Run 1, routing congestion map:
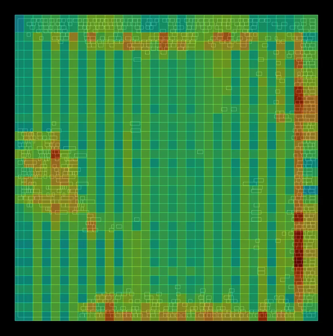
Run 1, met3 routing:
Bar = 50 µm.
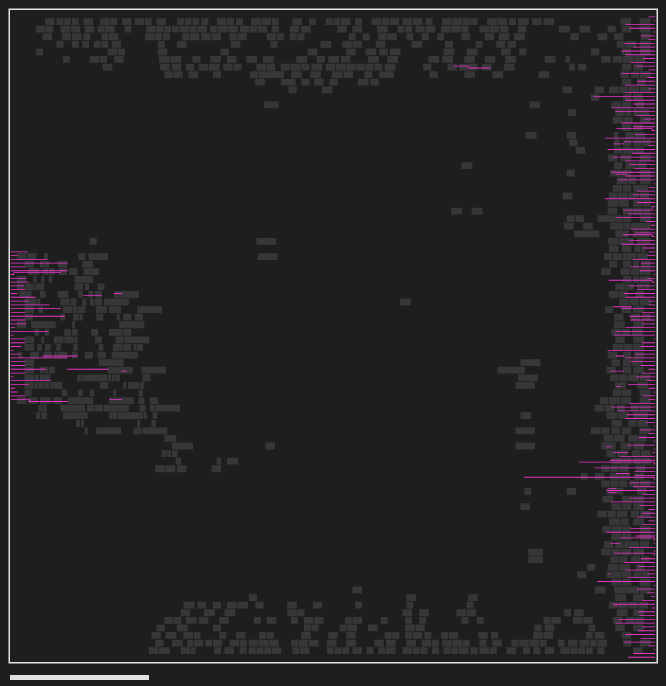
Run 1, M2 wires:
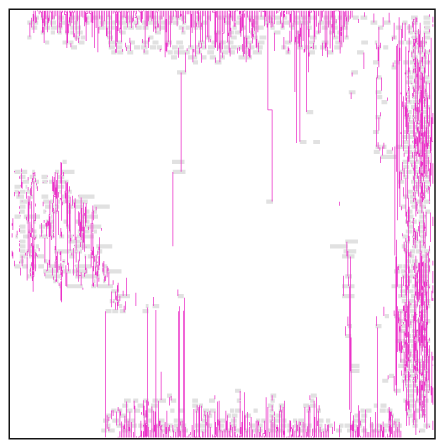
**src/rtl/spu_pkg.sv**
```systemverilog
// Shared SPU definitions: unit IDs, quadword geometry, local-store controller
// state encoding and the byte-address to quadword-index mapping.
package spu_pkg;

    localparam logic [2:0] UNIT_LS  = 3'd7;
    localparam int         QW_BYTES = 16;

    typedef enum logic {
        INIT = 1'b0,
        RUN  = 1'b1
    } ls_state_e;

    // Full-width quadword number; callers keep only the bits their store decodes.
    function automatic logic [31:0] qw_index(input logic [31:0] addr);
        return addr >> $clog2(QW_BYTES);
    endfunction

endpackage

```
**src/rtl/ls_fetch_arbiter.sv**
```systemverilog
// Load/store vs. fetch grant logic: load/store wins, except that fetch is
// forced through after STARVE_MAX consecutive refused cycles.
module ls_fetch_arbiter #(
    parameter int STARVE_MAX = 3,
    parameter int CNT_W      = $clog2(STARVE_MAX + 1)
) (
    input  logic clk,
    input  logic rst_n,
    input  logic run,
    input  logic ls_req,
    input  logic if_req,
    output logic ls_ready,
    output logic if_ready
);

    logic [CNT_W-1:0] starve_cnt_q, starve_cnt_d;
    logic             force_if;

    always_comb begin
        force_if = if_req && (starve_cnt_q == CNT_W'(STARVE_MAX));
        if_ready = run && (force_if || !ls_req);
        ls_ready = run && ls_req && !force_if;
    end

    // Counts only refused fetch cycles while running; any fetch grant restarts it.
    always_comb begin
        starve_cnt_d = starve_cnt_q;
        if (!run || !if_req || if_ready) begin
            starve_cnt_d = '0;
        end else if (starve_cnt_q != CNT_W'(STARVE_MAX)) begin
            starve_cnt_d = starve_cnt_q + CNT_W'(1);
        end
    end

    always_ff @(posedge clk or negedge rst_n) begin
        if (!rst_n) begin
            starve_cnt_q <= '0;
        end else begin
            starve_cnt_q <= starve_cnt_d;
        end
    end

endmodule

```
**src/rtl/ls_access_ctrl.sv**
```systemverilog
// Local-store access controller: zero-fills the quadword memory after reset,
// then grants one load/store or fetch access per cycle with 1-cycle read return.
module ls_access_ctrl
    import spu_pkg::*;
#(
    parameter int DEPTH      = 2048,
    parameter int IDX_W      = $clog2(DEPTH),
    parameter int STARVE_MAX = 3
) (
    input  logic             clk,
    input  logic             rst_n,
    input  logic             ls_req,
    input  logic             ls_we,
    input  logic [31:0]      ls_addr,
    input  logic [127:0]     ls_wdata,
    output logic             ls_ready,
    output logic             ls_rvalid,
    input  logic             if_req,
    input  logic [31:0]      if_addr,
    output logic             if_ready,
    output logic             if_rvalid,
    output logic [127:0]     rdata,
    output logic             init_done,
    output logic             mem_en,
    output logic             mem_we,
    output logic [IDX_W-1:0] mem_idx,
    output logic [127:0]     mem_wdata,
    input  logic [127:0]     mem_rdata
);

    ls_state_e        state_q, state_d;
    logic [IDX_W-1:0] fill_q, fill_d;
    logic             ls_rvalid_q, ls_rvalid_d;
    logic             if_rvalid_q, if_rvalid_d;
    logic             run, ls_acc, if_acc;
    logic [31:0]      ls_qw, if_qw;
    logic             unused_qw_hi;

    assign run          = (state_q == RUN);
    assign ls_qw        = qw_index(ls_addr);
    assign if_qw        = qw_index(if_addr);
    // Addresses past the local store wrap, so the upper quadword bits are dropped.
    assign unused_qw_hi = ^{ls_qw[31:IDX_W], if_qw[31:IDX_W]};

    ls_fetch_arbiter #(
        .STARVE_MAX (STARVE_MAX)
    ) u_arb (
        .clk      (clk),
        .rst_n    (rst_n),
        .run      (run),
        .ls_req   (ls_req),
        .if_req   (if_req),
        .ls_ready (ls_ready),
        .if_ready (if_ready)
    );

    assign ls_acc = ls_req && ls_ready;
    assign if_acc = if_req && if_ready;

    always_ff @(posedge clk or negedge rst_n) begin
        if (!rst_n) begin
            state_q     <= INIT;
            fill_q      <= '0;
            ls_rvalid_q <= 1'b0;
            if_rvalid_q <= 1'b0;
        end else begin
            state_q     <= state_d;
            fill_q      <= fill_d;
            ls_rvalid_q <= ls_rvalid_d;
            if_rvalid_q <= if_rvalid_d;
        end
    end

    always_comb begin
        state_d = state_q;
        fill_d  = fill_q;
        if (state_q == INIT) begin
            fill_d = fill_q + IDX_W'(1);
            if (fill_q == IDX_W'(DEPTH - 1)) begin
                state_d = RUN;
            end
        end
    end

    always_comb begin
        ls_rvalid_d = ls_acc && !ls_we;
        if_rvalid_d = if_acc;
    end

    // Memory strobes are gated by rst_n so nothing reaches the array mid-reset.
    always_comb begin
        mem_en    = 1'b0;
        mem_we    = 1'b0;
        mem_idx   = '0;
        mem_wdata = '0;
        if (rst_n) begin
            if (state_q == INIT) begin
                mem_en  = 1'b1;
                mem_we  = 1'b1;
                mem_idx = fill_q;
            end else if (ls_acc) begin
                mem_en  = 1'b1;
                mem_we  = ls_we;
                mem_idx = ls_qw[IDX_W-1:0];
                if (ls_we) begin
                    mem_wdata = ls_wdata;
                end
            end else if (if_acc) begin
                mem_en  = 1'b1;
                mem_idx = if_qw[IDX_W-1:0];
            end
        end
    end

    assign init_done = run;
    assign ls_rvalid = ls_rvalid_q;
    assign if_rvalid = if_rvalid_q;
    assign rdata     = mem_rdata;

endmodule

```
**config.mk**
```make
export PLATFORM = sky130hd
export DESIGN_NAME = ls_access_ctrl
export DESIGN_NICKNAME = d
export VERILOG_FILES = /design/src/rtl/spu_pkg.sv /design/src/rtl/ls_fetch_arbiter.sv /design/src/rtl/ls_access_ctrl.sv
export SDC_FILE = /design/constraint.sdc
export NUM_CORES = 1
export LEC_CHECK = 0
export CORE_AREA = 2 2 230 232
export CTS_CLUSTER_DIAMETER = 80
export DETAILED_ROUTE_END_ITERATION = 8
export DIE_AREA = 0 0 232 234
export GPL_ROUTABILITY_DRIVEN = 0
export GPL_TIMING_DRIVEN = 0
export PLACE_DENSITY = 0.42
export SLEW_MARGIN = 20
export SYNTH_ARGS = -nofsm -noshare
export SYNTH_HDL_FRONTEND = slang
export SYNTH_SLANG_ARGS = --single-unit
```
**constraint.sdc**
```tcl
create_clock -name clk -period 2.4 [get_ports clk]
set_clock_uncertainty 0.2 [all_clocks]
set_input_delay 0.48 -clock clk [delete_from_list [all_inputs] [get_ports clk]]
set_output_delay 0.48 -clock clk [all_outputs]
set_load 0.005 [all_outputs]
```
==> flow_metrics.tcl, run 1 <==
# place-and-route summary
set metrics [dict create \
    lay_top_count "clkdlybuf4s50_1" \
    drc_errors 0 \
    rsz0062_at_grt "yes" \
    top_cells_by_area "buf_4 (34%), and2_1 (29%), dfrtp_1 (14%)" \
    cp_slowest_stage_delay_ns 0.40 \
    cts_root_buf "clkbuf_16" \
    grt_use_total 0.0675 \
    grt_use_met1 0.0868 \
    violations "negative setup slack" \
    common_cells "and2_1 (129), buf_4 (129), dfrtp_1 (16), nand2_1 (16), nand3_1 (13)" \
    fmax_mhz 361 \
    fp_nets 711 \
    placed_cell_area_um2 7970 \
    avgSynthCellArea_um2 7.35 \
    cts_buffers 3 \
    path_delay_family "buffers and inverters" \
    wl_met2_mm 10.5 \
    flop_cell "dfrtp_1" \
    setup_violations 130 \
    synth-simple-area-share 0.369 \
    die_y_um 234 \
    drtPass1Iterations 4 \
    worstMarginPinSlew_ns 0.775 \
    die_w_um 232 \
    clk_latency_ns 0.25 \
    synth_cell_types 31 \
    syn2layout_area_growth_pct 229 \
    preCtsSetupSlack_ns -1.84 \
    yosys_area_um2 2820 \
    grt_overflow_total 0 \
    syn_inst 384 \
    grt_max_degree 17 \
    grt-busiest-layer "met2" \
    arrival_ns 2.09 \
    htreeDepth 1 \
    largest_area_cell "buf_4" \
    slew_headroom 0.482 \
    top_logic_kind "buffers and inverters" \
    worstPathMaxFanout 8 \
    reg2reg_slack_ns 0.82 \
    hold_violations 0 \
    ys_sh_xor 0.0310 \
    start_kind "flip-flop" \
    drtIter0Drc 46 \
    ios 599 \
    highest_layer "met4" \
    hold_slack_ns 0.304 \
    antenna_found_initial 0 \
    port_buffers 428 \
    diodes 0 \
    finalCritPeriodShare 1.16 \
    tritoncts "done" \
    ys_sh_adder 0.00887 \
    edf_count 0 \
    ys.warnings.count 0 \
    m1WireLength_mm 8.65 \
    wl_met3_mm 1.76 \
    outcome "finished with violations" \
    ys_seq_elements 16 \
    cts_buffer_depth 2 \
    grt_pass1_vias 4203 \
    cp_num_buf_inv 6 \
    startpoint "u_arb.starve_cnt_q[0]" \
    finalNetCount 1193 \
    worstHoldStart "fill_q[9]" \
    ys_cells 384 \
    slew_viol_final 0 \
    power_density_nw_per_um2 147 \
    ir_worst_vdd_uv 215 \
    grt_first_pass_wirelength_mm 27.8 \
    cp_slowest_cell "dfrtp_1" \
    cp.required_ns 1.72 \
    crit_type "flip-flop to output pin" \
    aoi_share 0.0581 \
    netlist_area_um2 2820 \
    hpwl_mm 17.1 \
    rows 84 \
    crit_path_end_kind "output pin" \
    cts.sinks 16 \
    fillers 5780 \
    drive_above_1_share 0.547 \
    initial_core_util 0.0543 \
    via_per_inst 2.74 \
    yosysSeqAreaShare 0.142 \
    ant_nets 0 \
    warning_count 70 \
    async_flop_share 1.00 \
    yosys.area.top_type_share 0.343 \
    clkTransAtPathRegs_ns 0.05 \
    die_area_um2 54300 \
    ys_sh_mux 0.00399 \
    maxCapViolCount 0 \
    fin_area_um2 9300 \
    layout_setup_ws_ns -0.372 \
    reg2reg_from "u_arb.starve_cnt_q[0]" \
    cpMostUsedCell "buf_12" \
    hold_path.class "flip-flop to flip-flop" \
    p_leak_nw 4.12 \
]
## Picture notes: 'routing congestion map'
post-layout util: 0.179
grt met3 use: 0.0137

## Picture notes: 'met3 routing'
longest straight run: 46.5 µm
share of all routed wire: 8.3%
main direction: horizontal
wire length on this layer: 1760 µm

## Picture notes: 'M2 wires'
wire length on this layer: 10500 µm
share of all routed wire: 49%
longest straight run: 96.2 µm
main direction: vertical
nets with wire on the layer: 1023
met2 Resource Use GR: 0.117
final wirelength: 21.3 mm
DR vias: 4253

==> run 1: area by class of cell <==
type,count,area (µm²),share of cell area
Clock buffer,4,88.8,0.00955
Sequential cell,16,402,0.0432
Timing Repair Buffer,480,5020,0.540
Buffer,147,1220,0.131
Inverter,3,15.0,0.00161
Multi-Input combinational cell,215,1690,0.182
Tap cell,688,861,0.0926
==> run 1: registers in the layout, indices dropped and copies added, names as in the netlist <==
register            cells
ls_rvalid               1
u_arb.starve_cnt_q      2
init_done               1
fill_q                 11
if_rvalid               1
==> run 1: cells by family after synthesis <==
kind of cell / Yosys count
fa+ha+maj: 2
buf+inv: 153
mux: 1
compound gates: 26
simple gates: 176
xor+xnor: 10
flops: 16
==> run 1: metrics by stage <==
step / TNS [ns] / instances / power, mW
2_1_floorplan: 0 / 384 / 0.475
3_3_place_gp: -216.31 / 1500 / 0.985
3_5_place_dp: -213.56 / 1500 / 0.984
4_1_cts: -43.89 / 1550 / 1.37
5_1_grt: -44.20 / 1553 / 1.43
6_report: -31.77 / 1553 / 1.37
==> run 1: timing repair <==
action | 4_1_cts | 5_1_grt
gates resized | 762 | 151
buffers inserted | 36 | 11
cloned | 9 | 1
pin swaps | 87 | 36
hold buffers | 1 | 0
endpoints found under the hold margin | 16 | 0
setup endpoints to repair | 143 | 143
==> run 1: final timing paths <==
path | endpoint | cells after the start
worst min register to register | fill_q[9] | 1
max in group asynchronous | init_done | 2
worst max register to register | if_rvalid | 7
worst max-delay path | mem_wdata[19] | 10
worst min-delay path | fill_q[9] | 1
min in group asynchronous | u_arb.starve_cnt_q[1] | 2
==> run 1: power breakdown <==
group	switching [mW]	leakage, nW	internal (mW)
logic	0.177	3.87	0.554
clock network	0.112	0.0442	0.254
registers	0	0.207	0.270
total	0.290	4.12	1.08
==> run 2, diff against run 1 <==
--- a/config.mk
+++ b/config.mk
@@ -5,13 +5,14 @@
 export SDC_FILE = /design/constraint.sdc
 export NUM_CORES = 1
 export LEC_CHECK = 0
+export ABC_CLOCK_PERIOD_IN_PS = 2400
 export CORE_AREA = 2 2 230 232
 export CTS_CLUSTER_DIAMETER = 80
 export DETAILED_ROUTE_END_ITERATION = 8
 export DIE_AREA = 0 0 232 234
 export GPL_ROUTABILITY_DRIVEN = 0
 export GPL_TIMING_DRIVEN = 0
-export PLACE_DENSITY = 0.42
+export PLACE_DENSITY = 0.34
 export SLEW_MARGIN = 20
 export SYNTH_ARGS = -nofsm -noshare
 export SYNTH_HDL_FRONTEND = slang
Run 2, routing congestion map:
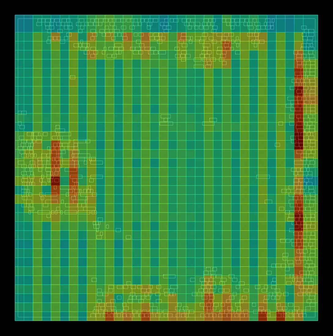
GRT Total Usage: 0.0630
post-layout util: 0.175
WL per Instance: 13.0 µm
met1 usage: 0.0725

Run 2, routed metal, one color a layer:
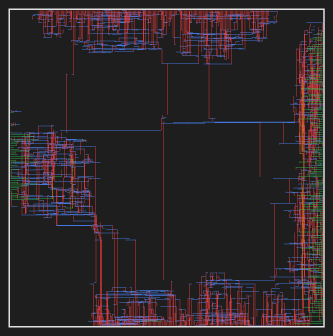
| layer | color | wire length |
|---|---|---|
| met1 | blue | 7530 µm |
| met2 | red | 10900 µm |
| met4 | orange | 329 µm |
| met3 | green | 1460 µm |
final wirelength: 20.2 mm
DR vias: 4150

==> run 2 against run 1 <==
Utilization fell by 0.38 points. Combinational power fell by 2%. Largest power group unchanged. Total power fell by 0.62%. Critical path depth fell by 1. Largest cell class unchanged. Global-route usage fell by 0.45 points. Non-clock buffer count fell by 2. Sequential power barely moved. Synthesized cell count did not move. Die area did not move. The run still ends with negative setup slack left. Highest routed layer unchanged.
==> flow_metrics.tcl, run 2 <==
# place-and-route summary
set metrics [dict create \
    cts.sinks 16 \
    violations "negative setup slack" \
    flop_cell "dfrtp_1" \
    ys.warnings.count 0 \
    clkTransAtPathRegs_ns 0.05 \
    p_switching_mw 0.283 \
    grt_pass1_vias 4020 \
    drtPass1Iterations 4 \
    ys_cells 384 \
    reg2reg_slack_ns 0.76 \
    yosysSeqAreaShare 0.142 \
    tritoncts "done" \
    die_y_um 234 \
    slew_viol_final 0 \
    fin_area_um2 9100 \
    grt_overflow_total 0 \
    hpwl_mm 16.6 \
    grt_first_pass_wirelength_mm 26.2 \
    seqPwrFrac 0.199 \
    powerComb_mw 0.720 \
    fp_nets 711 \
    ys_sh_mux 0.00399 \
    biggestRegsByFlops "fill_q x11, u_arb.starve_cnt_q x2" \
    syn2layout_area_growth_pct 222 \
    hold_violations 0 \
    cts_buffer_depth 2 \
    p_int_mw 1.08 \
    largest_area_cell "buf_4" \
    pg_seq_mw 0.270 \
    crit_path_end "mem_wdata[92]" \
    reg2reg_from "u_arb.starve_cnt_q[0]" \
    avgSynthCellArea_um2 7.35 \
    lay_top_count "clkdlybuf4s50_1" \
    diodes 0 \
    syn_inst 384 \
    largest_register_ffs 11 \
    coreArea_um2 52000 \
    synth-simple-area-share 0.369 \
    ys_seq_elements 16 \
    slew_headroom 0.495 \
    layout_setup_ws_ns -0.298 \
    warning_count 70 \
    total_power_mw 1.36 \
    maxCapViolCount 0 \
    clkPwrFrac 0.271 \
    tns_ns -27.96 \
    worstPathMaxFanout 7 \
    r2r_end "if_rvalid" \
    edf_count 0 \
    placed_cell_area_um2 7970 \
    hold_slack_ns 0.309 \
    yosys_area_um2 2820 \
    p_leak_nw 4.05 \
    post-place-cells 1500 \
    clock_power_mw 0.368 \
    rows 84 \
    ant_nets 0 \
    die_w_um 232 \
    power_density_nw_per_um2 149 \
    setup_violations 140 \
    swShare 0.208 \
    async_flop_share 1.00 \
    drive_above_1_share 0.520 \
    worstMarginPinSlew_ns 0.755 \
    finalNetCount 1191 \
    yosys.area.top_type_share 0.343 \
    start_kind "flip-flop" \
    regMostFlops "fill_q" \
    top_logic_kind "buffers and inverters" \
    ys_sh_xor 0.0310 \
    cp.required_ns 1.72 \
    pwr-share-comb 0.530 \
    finalCritPeriodShare 1.12 \
    cts_root_buf "clkbuf_16" \
    preCtsSetupSlack_ns -1.70 \
    htreeDepth 1 \
    lay_top_cells "clkdlybuf4s50_1 (282), buf_4 (149), buf_6 (121), and2_4 (105), buf_2 (26)" \
    clk_latency_ns 0.25 \
    combGateArea_um2 1620 \
    reg2reg_depth 7 \
    top_cells_by_area "buf_4 (34%), and2_1 (29%), dfrtp_1 (14%)" \
    rsz0062_at_grt "yes" \
    aoi_share 0.0581 \
    hold_path.class "flip-flop to flip-flop" \
    drtIter0Drc 107 \
    synth_cell_types 31 \
    drc_errors 0 \
    port_buffers 428 \
    fin_crit_ns 2.70 \
    netlist_area_um2 2820 \
    outcome "finished with violations" \
    common_cells "and2_1 (129), buf_4 (129), dfrtp_1 (16), nand2_1 (16), nand3_1 (13)" \
    flop_area_um2 400 \
    crit_path_end_kind "output pin" \
    fmax_mhz 371 \
    grt_max_degree 17 \
    final_cells 1551 \
    ys_sh_adder 0.00887 \
    ir_worst_vdd_uv 184 \
    crit_type "flip-flop to output pin" \
    antenna_found_initial 0 \
    power.group.top "combinational cells" \
    ios 599 \
    startpoint "u_arb.starve_cnt_q[0]" \
    fillers 5833 \
    cts_buffers 3 \
    die_area_um2 54300 \
    initial_core_util 0.0543 \
    arrival_ns 2.02 \
    via_per_inst 2.68 \
]
## run 2: critical path: stages, from the launching register on
cell and delay [ns]:
dfrtp_1 0.41, ha_4 0.18, a21bo_4 0.23, nor2_4 0.12, buf_12 0.14, buf_16 0.16, clkbuf_16 0.16, buf_6 0.10
and2_4 0.15, buf_6 0.09
## run 2: per-layer routing
metal / GRT usage / wire, µm / vias to the layer above
met5: 0 / 0 / -
li1: - / - / 2038
met3: 0.0107 / 1460 / 14
met4: 0.0106 / 329 / 0
met1: 0.0725 / 7530 / 1878
met2: 0.122 / 10900 / 220
## run 2: worst min-delay path by stage
| stage | start | to | slack, ns | depth (start not counted) |
|---|---|---|---|---|
| after floorplan | rst_n | fill_q[0] | -0.02 | 0 |
| final | fill_q[9] | fill_q[9] | 0.31 | 1 |
| after detailed placement | u_arb.starve_cnt_q[0] | u_arb.starve_cnt_q[0] | 0.25 | 1 |
| after global routing | fill_q[9] | fill_q[9] | 0.32 | 1 |
| after global placement | u_arb.starve_cnt_q[0] | u_arb.starve_cnt_q[0] | 0.24 | 1 |
| after CTS | u_arb.starve_cnt_q[0] | u_arb.starve_cnt_q[0] | 0.26 | 1 |
## run 2: timing repair
| item | in CTS | in global routing |
|---|---|---|
| gates resized | 775 | 93 |
| setup endpoints to repair | 143 | 143 |
| gates cloned | 9 | 0 |
| endpoints found under the hold margin | 16 | 0 |
| buffers inserted | 30 | 14 |
| pin swaps | 118 | 13 |
| hold buffers | 1 | 0 |
## run 2: final cells by class
class                      count  area share
buffer                       145       0.134
multi-input combinational    215       0.178
inverter                       3     0.00165
timing repair buffer         480       0.538
tap                          688      0.0946
clock buffer                   4     0.00976
sequential                    16      0.0440
No activity file was given, so power comes from the tool's default toggle rates.
